### config.mk
export PLATFORM = sky130hd
export DESIGN_NAME = idle_config_ctrl_flat
export DESIGN_NICKNAME = d
export VERILOG_FILES = /design/src/rtl/idle_config_ctrl_if.sv /design/src/rtl/idle_config_ctrl.sv /design/src/flat_wrapper.sv
export SDC_FILE = /design/constraint.sdc
export NUM_CORES = 1
export LEC_CHECK = 0
export CELL_PAD_IN_SITES_DETAIL_PLACEMENT = 1
export CELL_PAD_IN_SITES_GLOBAL_PLACEMENT = 1
export CORE_MARGIN = 1
export CORE_UTILIZATION = 43
export DETAILED_ROUTE_END_ITERATION = 6
export GPL_TIMING_DRIVEN = 0
export HOLD_SLACK_MARGIN = 0.03
export PLACE_DENSITY_LB_ADDON = 0.1
export SLEW_MARGIN = 20
export SYNTH_ARGS = -nofsm -noshare
export SYNTH_HDL_FRONTEND = slang
export SYNTH_SLANG_ARGS = --single-unit
### constraint.sdc
create_clock -name i_clk -period 4.1 [get_ports i_clk]
set_clock_uncertainty 0.15 [all_clocks]
set_input_delay 0.615 -clock i_clk [delete_from_list [all_inputs] [get_ports i_clk]]
set_output_delay 0.615 -clock i_clk [all_outputs]
set_load 0.005 [all_outputs]
### src/rtl/idle_config_ctrl_if.sv
// Board-side bundle of the idle/config controller: switches, start, enable, handoff and attract LEDs.
// The slave modport is the controller; the master modport is the board/top side.
interface idle_config_ctrl_if #(
  parameter int unsigned MODE_W   = 2,
  parameter int unsigned LEVEL_W  = 2,
  parameter int unsigned SPEED_W  = 2,
  parameter int unsigned N_COLORS = 4
) ();
  logic                i_enable;
  logic                i_start;
  logic [MODE_W-1:0]   i_mode;
  logic [LEVEL_W-1:0]  i_level;
  logic [SPEED_W-1:0]  i_speed;
  logic                i_ack;
  logic [MODE_W-1:0]   o_mode;
  logic [LEVEL_W-1:0]  o_level;
  logic [SPEED_W-1:0]  o_speed;
  logic                o_cfg_valid;
  logic                o_active;
  logic                o_done;
  logic                o_attract;
  logic [N_COLORS-1:0] o_attract_led;

  modport master (
    output i_enable, i_start, i_mode, i_level, i_speed, i_ack,
    input  o_mode, o_level, o_speed, o_cfg_valid, o_active, o_done, o_attract, o_attract_led
  );

  modport slave (
    input  i_enable, i_start, i_mode, i_level, i_speed, i_ack,
    output o_mode, o_level, o_speed, o_cfg_valid, o_active, o_done, o_attract, o_attract_led
  );
endinterface

### src/rtl/idle_config_ctrl.sv
// Idle-state controller: tracks config switches, filters the start press, hands the frozen
// config downstream over valid/ack, and rotates attract LEDs after a period of inactivity.
module idle_config_ctrl #(
  parameter int unsigned MODE_W          = 2,
  parameter int unsigned LEVEL_W         = 2,
  parameter int unsigned SPEED_W         = 2,
  parameter int unsigned START_STABLE    = 4,
  parameter int unsigned ATTRACT_TIMEOUT = 1024,
  parameter int unsigned ATTRACT_STEP    = 64,
  parameter int unsigned N_COLORS        = 4
) (
  input logic                i_clk,
  input logic                i_rst,
  idle_config_ctrl_if.slave  bus
);

  localparam int unsigned InactW  = $clog2(ATTRACT_TIMEOUT) + 1;
  localparam int unsigned StableW = $clog2(START_STABLE) + 1;
  localparam int unsigned StepW   = $clog2(ATTRACT_STEP) + 1;

  localparam logic [InactW-1:0]   InactLast  = InactW'(ATTRACT_TIMEOUT - 1);
  localparam logic [StableW-1:0]  StableLast = StableW'(START_STABLE - 1);
  localparam logic [StepW-1:0]    StepLast   = StepW'(ATTRACT_STEP - 1);
  localparam logic [N_COLORS-1:0] LedFirst   = N_COLORS'(1);
  localparam bit                  ArmDirect  = (START_STABLE == 1);

  typedef enum logic [2:0] {
    StDisabled, StIdle, StArming, StHandoff, StRelease, StAttract
  } state_e;

  state_e              state_q, state_d;
  logic [MODE_W-1:0]   mode_q, mode_d;
  logic [LEVEL_W-1:0]  level_q, level_d;
  logic [SPEED_W-1:0]  speed_q, speed_d;
  logic                cfg_valid_q, cfg_valid_d;
  logic                active_q, active_d;
  logic                done_q, done_d;
  logic                attract_q, attract_d;
  logic [N_COLORS-1:0] led_q, led_d;
  logic [InactW-1:0]   inact_q, inact_d;
  logic [StableW-1:0]  stable_q, stable_d;
  logic [StepW-1:0]    step_q, step_d;
  logic                cfg_change;

  assign cfg_change = (bus.i_mode != mode_q) || (bus.i_level != level_q) ||
                      (bus.i_speed != speed_q);

  always_comb begin
    state_d     = state_q;
    mode_d      = mode_q;
    level_d     = level_q;
    speed_d     = speed_q;
    cfg_valid_d = cfg_valid_q;
    active_d    = active_q;
    done_d      = 1'b0;
    attract_d   = attract_q;
    led_d       = led_q;
    // Counters only survive while their owning state keeps them alive.
    inact_d     = '0;
    stable_d    = '0;
    step_d      = '0;

    if (!bus.i_enable) begin
      state_d     = StDisabled;
      mode_d      = '0;
      level_d     = '0;
      speed_d     = '0;
      cfg_valid_d = 1'b0;
      active_d    = 1'b0;
      attract_d   = 1'b0;
      led_d       = '0;
    end else begin
      unique case (state_q)
        StDisabled: begin
          state_d  = StIdle;
          active_d = 1'b1;
        end
        StIdle: begin
          mode_d  = bus.i_mode;
          level_d = bus.i_level;
          speed_d = bus.i_speed;
          if (bus.i_start) begin
            if (ArmDirect) begin
              state_d     = StHandoff;
              cfg_valid_d = 1'b1;
            end else begin
              state_d  = StArming;
              stable_d = StableW'(1);
            end
          end else if (!cfg_change) begin
            if (inact_q >= InactLast) begin
              state_d   = StAttract;
              attract_d = 1'b1;
              led_d     = LedFirst;
            end else begin
              inact_d = inact_q + InactW'(1);
            end
          end
        end
        StArming: begin
          mode_d  = bus.i_mode;
          level_d = bus.i_level;
          speed_d = bus.i_speed;
          if (!bus.i_start) begin
            state_d = StIdle;
          end else if (stable_q >= StableLast) begin
            state_d     = StHandoff;
            cfg_valid_d = 1'b1;
          end else begin
            stable_d = stable_q + StableW'(1);
          end
        end
        StHandoff: begin
          if (bus.i_ack) begin
            state_d     = StRelease;
            cfg_valid_d = 1'b0;
            done_d      = 1'b1;
          end
        end
        StRelease: begin
          // A still-held button must not re-arm straight out of the handoff.
          if (!bus.i_start) state_d = StIdle;
        end
        StAttract: begin
          mode_d  = bus.i_mode;
          level_d = bus.i_level;
          speed_d = bus.i_speed;
          if (bus.i_start) begin
            attract_d = 1'b0;
            led_d     = '0;
            if (ArmDirect) begin
              state_d     = StHandoff;
              cfg_valid_d = 1'b1;
            end else begin
              state_d  = StArming;
              stable_d = StableW'(1);
            end
          end else if (cfg_change) begin
            state_d   = StIdle;
            attract_d = 1'b0;
            led_d     = '0;
          end else if (step_q >= StepLast) begin
            led_d = {led_q[N_COLORS-2:0], led_q[N_COLORS-1]};
          end else begin
            step_d = step_q + StepW'(1);
          end
        end
        default: state_d = StDisabled;
      endcase
    end
  end

  always_ff @(posedge i_clk) begin
    if (i_rst) begin
      state_q     <= StDisabled;
      mode_q      <= '0;
      level_q     <= '0;
      speed_q     <= '0;
      cfg_valid_q <= 1'b0;
      active_q    <= 1'b0;
      done_q      <= 1'b0;
      attract_q   <= 1'b0;
      led_q       <= '0;
      inact_q     <= '0;
      stable_q    <= '0;
      step_q      <= '0;
    end else begin
      state_q     <= state_d;
      mode_q      <= mode_d;
      level_q     <= level_d;
      speed_q     <= speed_d;
      cfg_valid_q <= cfg_valid_d;
      active_q    <= active_d;
      done_q      <= done_d;
      attract_q   <= attract_d;
      led_q       <= led_d;
      inact_q     <= inact_d;
      stable_q    <= stable_d;
      step_q      <= step_d;
    end
  end

  assign bus.o_mode        = mode_q;
  assign bus.o_level       = level_q;
  assign bus.o_speed       = speed_q;
  assign bus.o_cfg_valid   = cfg_valid_q;
  assign bus.o_active      = active_q;
  assign bus.o_done        = done_q;
  assign bus.o_attract     = attract_q;
  assign bus.o_attract_led = led_q;

endmodule

### src/flat_wrapper.sv
// flat-port wrapper written by rule: the top's interface ports become plain ports
module idle_config_ctrl_flat 
#(
  parameter int unsigned MODE_W          = 2,
  parameter int unsigned LEVEL_W         = 2,
  parameter int unsigned SPEED_W         = 2,
  parameter int unsigned START_STABLE    = 4,
  parameter int unsigned ATTRACT_TIMEOUT = 1024,
  parameter int unsigned ATTRACT_STEP    = 64,
  parameter int unsigned N_COLORS        = 4
)
  (i_clk, i_rst, bus_i_enable, bus_i_start, bus_i_mode, bus_i_level, bus_i_speed, bus_i_ack, bus_o_mode, bus_o_level, bus_o_speed, bus_o_cfg_valid, bus_o_active, bus_o_done, bus_o_attract, bus_o_attract_led);
  idle_config_ctrl_if #(.MODE_W(MODE_W), .LEVEL_W(LEVEL_W), .SPEED_W(SPEED_W), .N_COLORS(N_COLORS)) bus_i ();
  input logic i_clk;
  input logic i_rst;
  input wire logic [$bits(bus_i.i_enable)-1:0] bus_i_enable;
  input wire logic [$bits(bus_i.i_start)-1:0] bus_i_start;
  input wire logic [$bits(bus_i.i_mode)-1:0] bus_i_mode;
  input wire logic [$bits(bus_i.i_level)-1:0] bus_i_level;
  input wire logic [$bits(bus_i.i_speed)-1:0] bus_i_speed;
  input wire logic [$bits(bus_i.i_ack)-1:0] bus_i_ack;
  output wire logic [$bits(bus_i.o_mode)-1:0] bus_o_mode;
  output wire logic [$bits(bus_i.o_level)-1:0] bus_o_level;
  output wire logic [$bits(bus_i.o_speed)-1:0] bus_o_speed;
  output wire logic [$bits(bus_i.o_cfg_valid)-1:0] bus_o_cfg_valid;
  output wire logic [$bits(bus_i.o_active)-1:0] bus_o_active;
  output wire logic [$bits(bus_i.o_done)-1:0] bus_o_done;
  output wire logic [$bits(bus_i.o_attract)-1:0] bus_o_attract;
  output wire logic [$bits(bus_i.o_attract_led)-1:0] bus_o_attract_led;
  assign bus_i.i_enable = bus_i_enable;
  assign bus_i.i_start = bus_i_start;
  assign bus_i.i_mode = bus_i_mode;
  assign bus_i.i_level = bus_i_level;
  assign bus_i.i_speed = bus_i_speed;
  assign bus_i.i_ack = bus_i_ack;
  assign bus_o_mode = bus_i.o_mode;
  assign bus_o_level = bus_i.o_level;
  assign bus_o_speed = bus_i.o_speed;
  assign bus_o_cfg_valid = bus_i.o_cfg_valid;
  assign bus_o_active = bus_i.o_active;
  assign bus_o_done = bus_i.o_done;
  assign bus_o_attract = bus_i.o_attract;
  assign bus_o_attract_led = bus_i.o_attract_led;
  idle_config_ctrl #(.MODE_W(MODE_W), .LEVEL_W(LEVEL_W), .SPEED_W(SPEED_W), .START_STABLE(START_STABLE), .ATTRACT_TIMEOUT(ATTRACT_TIMEOUT), .ATTRACT_STEP(ATTRACT_STEP), .N_COLORS(N_COLORS)) u_core (.i_clk(i_clk), .i_rst(i_rst), .bus(bus_i));
endmodule
sizing.png
Bar = 20 um.
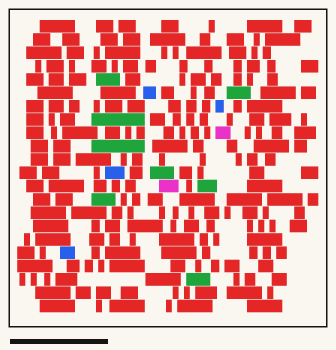
Key: green = x6 and larger [cells 8]; magenta = x3 and x4 [cells 2]; blue = x2 [cells 4]; red = x1 and smaller [cells 207]

placed.png
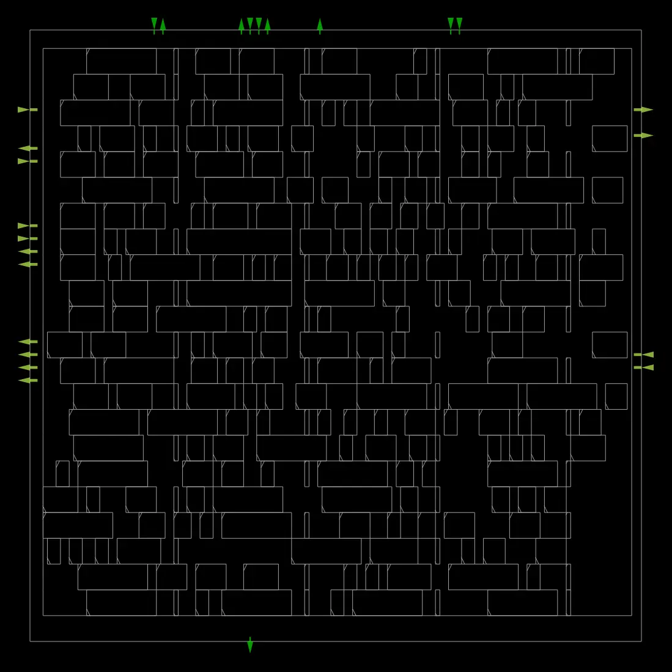
core area: 3720 sq um
Rows: 22
Tap Count: 48
Final Instance Count excl. Fillers: 269
final core occ: 57.1%

==> flow_summary.json <==
{
  "status": "complete, no violations",
  "post-route-drc-count": 0,
  "critPathArrivalTime_ns": 2.76,
  "synth.cell_area_sq_um": 1680,
  "cts_buffers": 5,
  "lay_top_count": "dfxtp_1",
  "drive_gt1_share_pct": 6.33,
  "track_usage_pct": 21.6,
  "grt_pass1_vias": 1532,
  "grt_max_degree": 14,
  "path_class": "input pin to register",
  "synth_cells": 188,
  "drv_cap": 0,
  "dieArea_sq_um": 4160,
  "setup_tns_ns": 0,
  "via_per_inst": 5.31,
  "slowest_stage": "nor4_1",
  "ys_seq_share_pct": 45.3,
  "drv_slew": 0,
  "critPathMaxFanout": 6,
  "cts_setup_buffers": 0,
  "ant_nets": 0,
  "detailed_place_hpwl_mm": 2.88,
  "grt_pass1_wl_mm": 6.72,
  "p_per_area_nw_per_um2": 383,
  "pin_count": 25,
  "ys.flops": 38,
  "areaGrowthSynthToFinish_pct": 26.3,
  "final_cell_mix": "dfxtp_1, nor2_1, clkdlybuf4s50_1, xnor2_1",
  "crit_chain": "clkdlybuf4s50_1 > xnor2_1 > nand4_1 > or4_4 > nor4_1 > a32o_1",
  "period_used_pct": 65.2,
  "warning_count": 26,
  "required_ns": 4.19,
  "slowest_delay_ns": 0.55,
  "ir_worst_vdd_mv": 0.192,
  "hp-class": "register to register",
  "top_usage_layer": "met2",
  "syn_avg_cell_area_sq_um": 8.94,
  "ys_area_sq_um": 1680,
  "gp_congestion": 0.828,
  "clock_latency_ns": 0.30,
  "grt_setup_unrepaired": "false",
  "max_freq_mhz": 374,
  "finalSetupViolations": 0,
  "clock_path_buffers": 2,
  "final_area_sq_um": 2120,
  "period_needed_ns": 2.67,
  "clk_pin_slew_ns": 0.08,
  "clock_sinks": 38,
  "wire_per_inst_um": 14.6,
  "cts_root_buf": "clkbuf_8",
  "yosys.area.top_type_share_pct": 45.3,
  "cts_tree": "yes",
  "tightest_slew_ns": 0.873,
  "dr.first_iter.drc_count": 71,
  "ys_cells": 188,
  "ff_type": "dfxtp_1",
  "grt_overflow": 0,
  "fp_util_pct": 45.2,
  "critPathLaunchType": "input pin",
  "cts_htree_levels": 2,
  "use_met1_pct": 23.8,
  "antenna_found_initial": 0,
  "relSlewSlack_pct": 41.4,
  "leakage_nw": 0.749,
  "dpl_cell_area_sq_um": 1980,
  "firstDrtPassIters": 4,
  "synth-async-reset-ratio_pct": 0,
  "nNetsFinal": 235,
  "edf_count": 0,
  "n_antenna_cell": 0,
  "worst_setup_path_end_kind": "register",
  "area_leaders": "dfxtp_1, nor2_1, xnor2_1",
  "holdBufCountCts": 0,
  "top_area_cell": "dfxtp_1",
  "yosysWarnings": 0,
  "cts_resized": 0,
  "met2_usage_pct": 37.6,
  "synth.distinct_cells": 40,
  "hold_viol_final": 0
}
pinout.png
Bar = 20 um. Pins as bars across the die edge, other pins in gray.
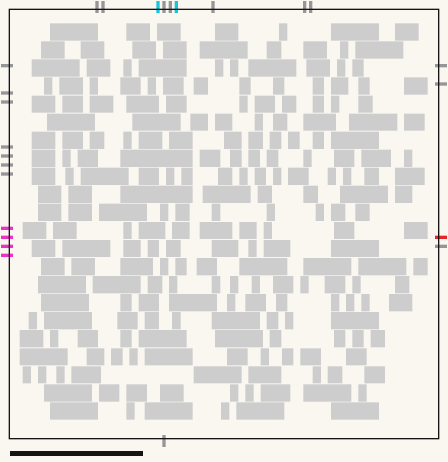
Key: cyan = `bus_o_mode` [pins 2, direction output, edge top]; red = `i_rst` [pins 1, direction input, edge right]; magenta = `bus_o_attract_led` [pins 4, direction output, edge left]
All pins by edge: 11 left, 9 top, 4 right, 1 bottom.
DIE WIDTH: 64.5 um
Die Y: 64.5 um
I/O Buffers: 24

m3.png
Bar = 20 um.
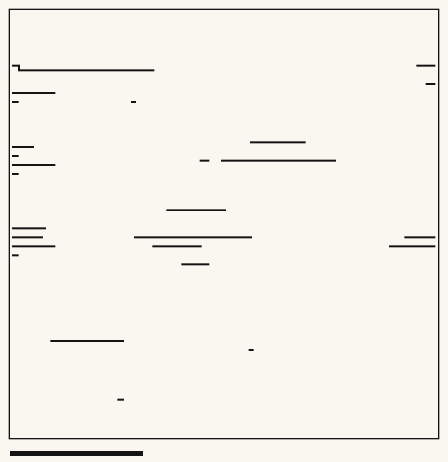
20 nets have wire on it. The layer carries 146 um of wire. The wires run mostly horizontal.
met3 Use GR: 4.75%
Vias: 1429
Total Wirelength: 3.92 mm

==> state kept, by name, summed over array words and instances, names as in the netlist, 2 cells and up <==
register / cells
u_core.inact_q: 11
u_core.step_q: 7
u_core.bus.o_attract_led: 4
u_core.stable_q: 3
u_core.state_q: 3
u_core.bus.o_level: 2
u_core.bus.o_mode: 2
u_core.bus.o_speed: 2
==> cell type report <==
type / count / area (sq um)
Clock inverter: 3 / 68.8
Inverter: 6 / 22.5
Tap cell: 48 / 60.1
Multi-Input combinational cell: 139 / 870
Buffer: 6 / 31.3
Clock buffer: 5 / 68.8
Timing Repair Buffer: 24 / 240
Fill cell: 447 / 1590
Sequential cell: 38 / 761
==> cells in the mapped netlist (2+ instances only) <==
cell type and count:
o21ai_0 3, and3_1 3, nor4_1 3, o22ai_1 2
nor2b_1 2, nand4_1 2, nand3_1 9, a32o_1 3
clkbuf_1 4, nor2_1 34, o41ai_1 2, nand2b_1 7
dfxtp_1 38, a21oi_1 8, nor3_1 3, mux2i_1 6
xor2_1 8, nand2_1 9, a211oi_1 3, xnor2_1 10
nor3b_1 2, ha_1 4, inv_1 6
==> logic make-up after synthesis <==
kind of cell	count (synthesis)	synth area share, %
compound gates	29	12.1
other cells	1	0.223
mux	6	3.57
xor+xnor	18	9.38
fa+ha+maj	4	2.98
flops	38	45.3
simple gates	80	23.2
buf+inv	12	3.20
==> worst paths after layout <==
path	from	endpoint	slack, ns	depth (start not counted)
hold reg to reg	u_core.bus.o_active$_SDFFE_PP0P_	u_core.bus.o_active$_SDFFE_PP0P_	0.33	2
setup / recovery	bus_i_level[0]	u_core.bus.o_attract_led[2]$_SDFFE_PP0P_	1.43	6
setup reg to reg	u_core.inact_q[3]$_SDFF_PP0_	u_core.bus.o_attract_led[2]$_SDFFE_PP0P_	1.53	5
hold / removal	u_core.bus.o_active$_SDFFE_PP0P_	u_core.bus.o_active$_SDFFE_PP0P_	0.33	2
==> routing by layer <==
metal	routed length, um	vias up
li1	-	717
met1	1700	672
met2	1980	29
met3	145	11
met4	102	0
met5	0	-
==> stage by stage <==
stage	utilization [%]	power, W	instances	hold slack, ns	setup slack [ns]
after floorplan	-	0.000413	189	0.280	1.76
after global placement	53.4	0.000436	261	0.290	1.23
after detailed placement	53.4	0.000438	261	0.312	1.13
after CTS	57.1	0.000823	269	0.337	1.43
after global routing	57.1	0.000846	269	0.357	1.27
final	57.1	0.000813	269	0.327	1.43
==> critical path, delay by kind of cell <==
family / cells / cell delay, ns
AND/OR/NAND/NOR: 3 / 1.31
buffers and inverters: 1 / 0.50
AND-OR/OR-AND: 1 / 0.20
XOR/XNOR: 1 / 0.14
==> power breakdown <==
group,switching [W],total (W),leakage [nW],internal (W)
sequential,0.00000252,0.000376,0.308,0.000373
combinational,0.0000273,0.0000534,0.373,0.0000261
clock,0.000140,0.000384,0.0683,0.000244
total,0.000170,0.000813,0.749,0.000643
Power and IR drop assume default switching activity.
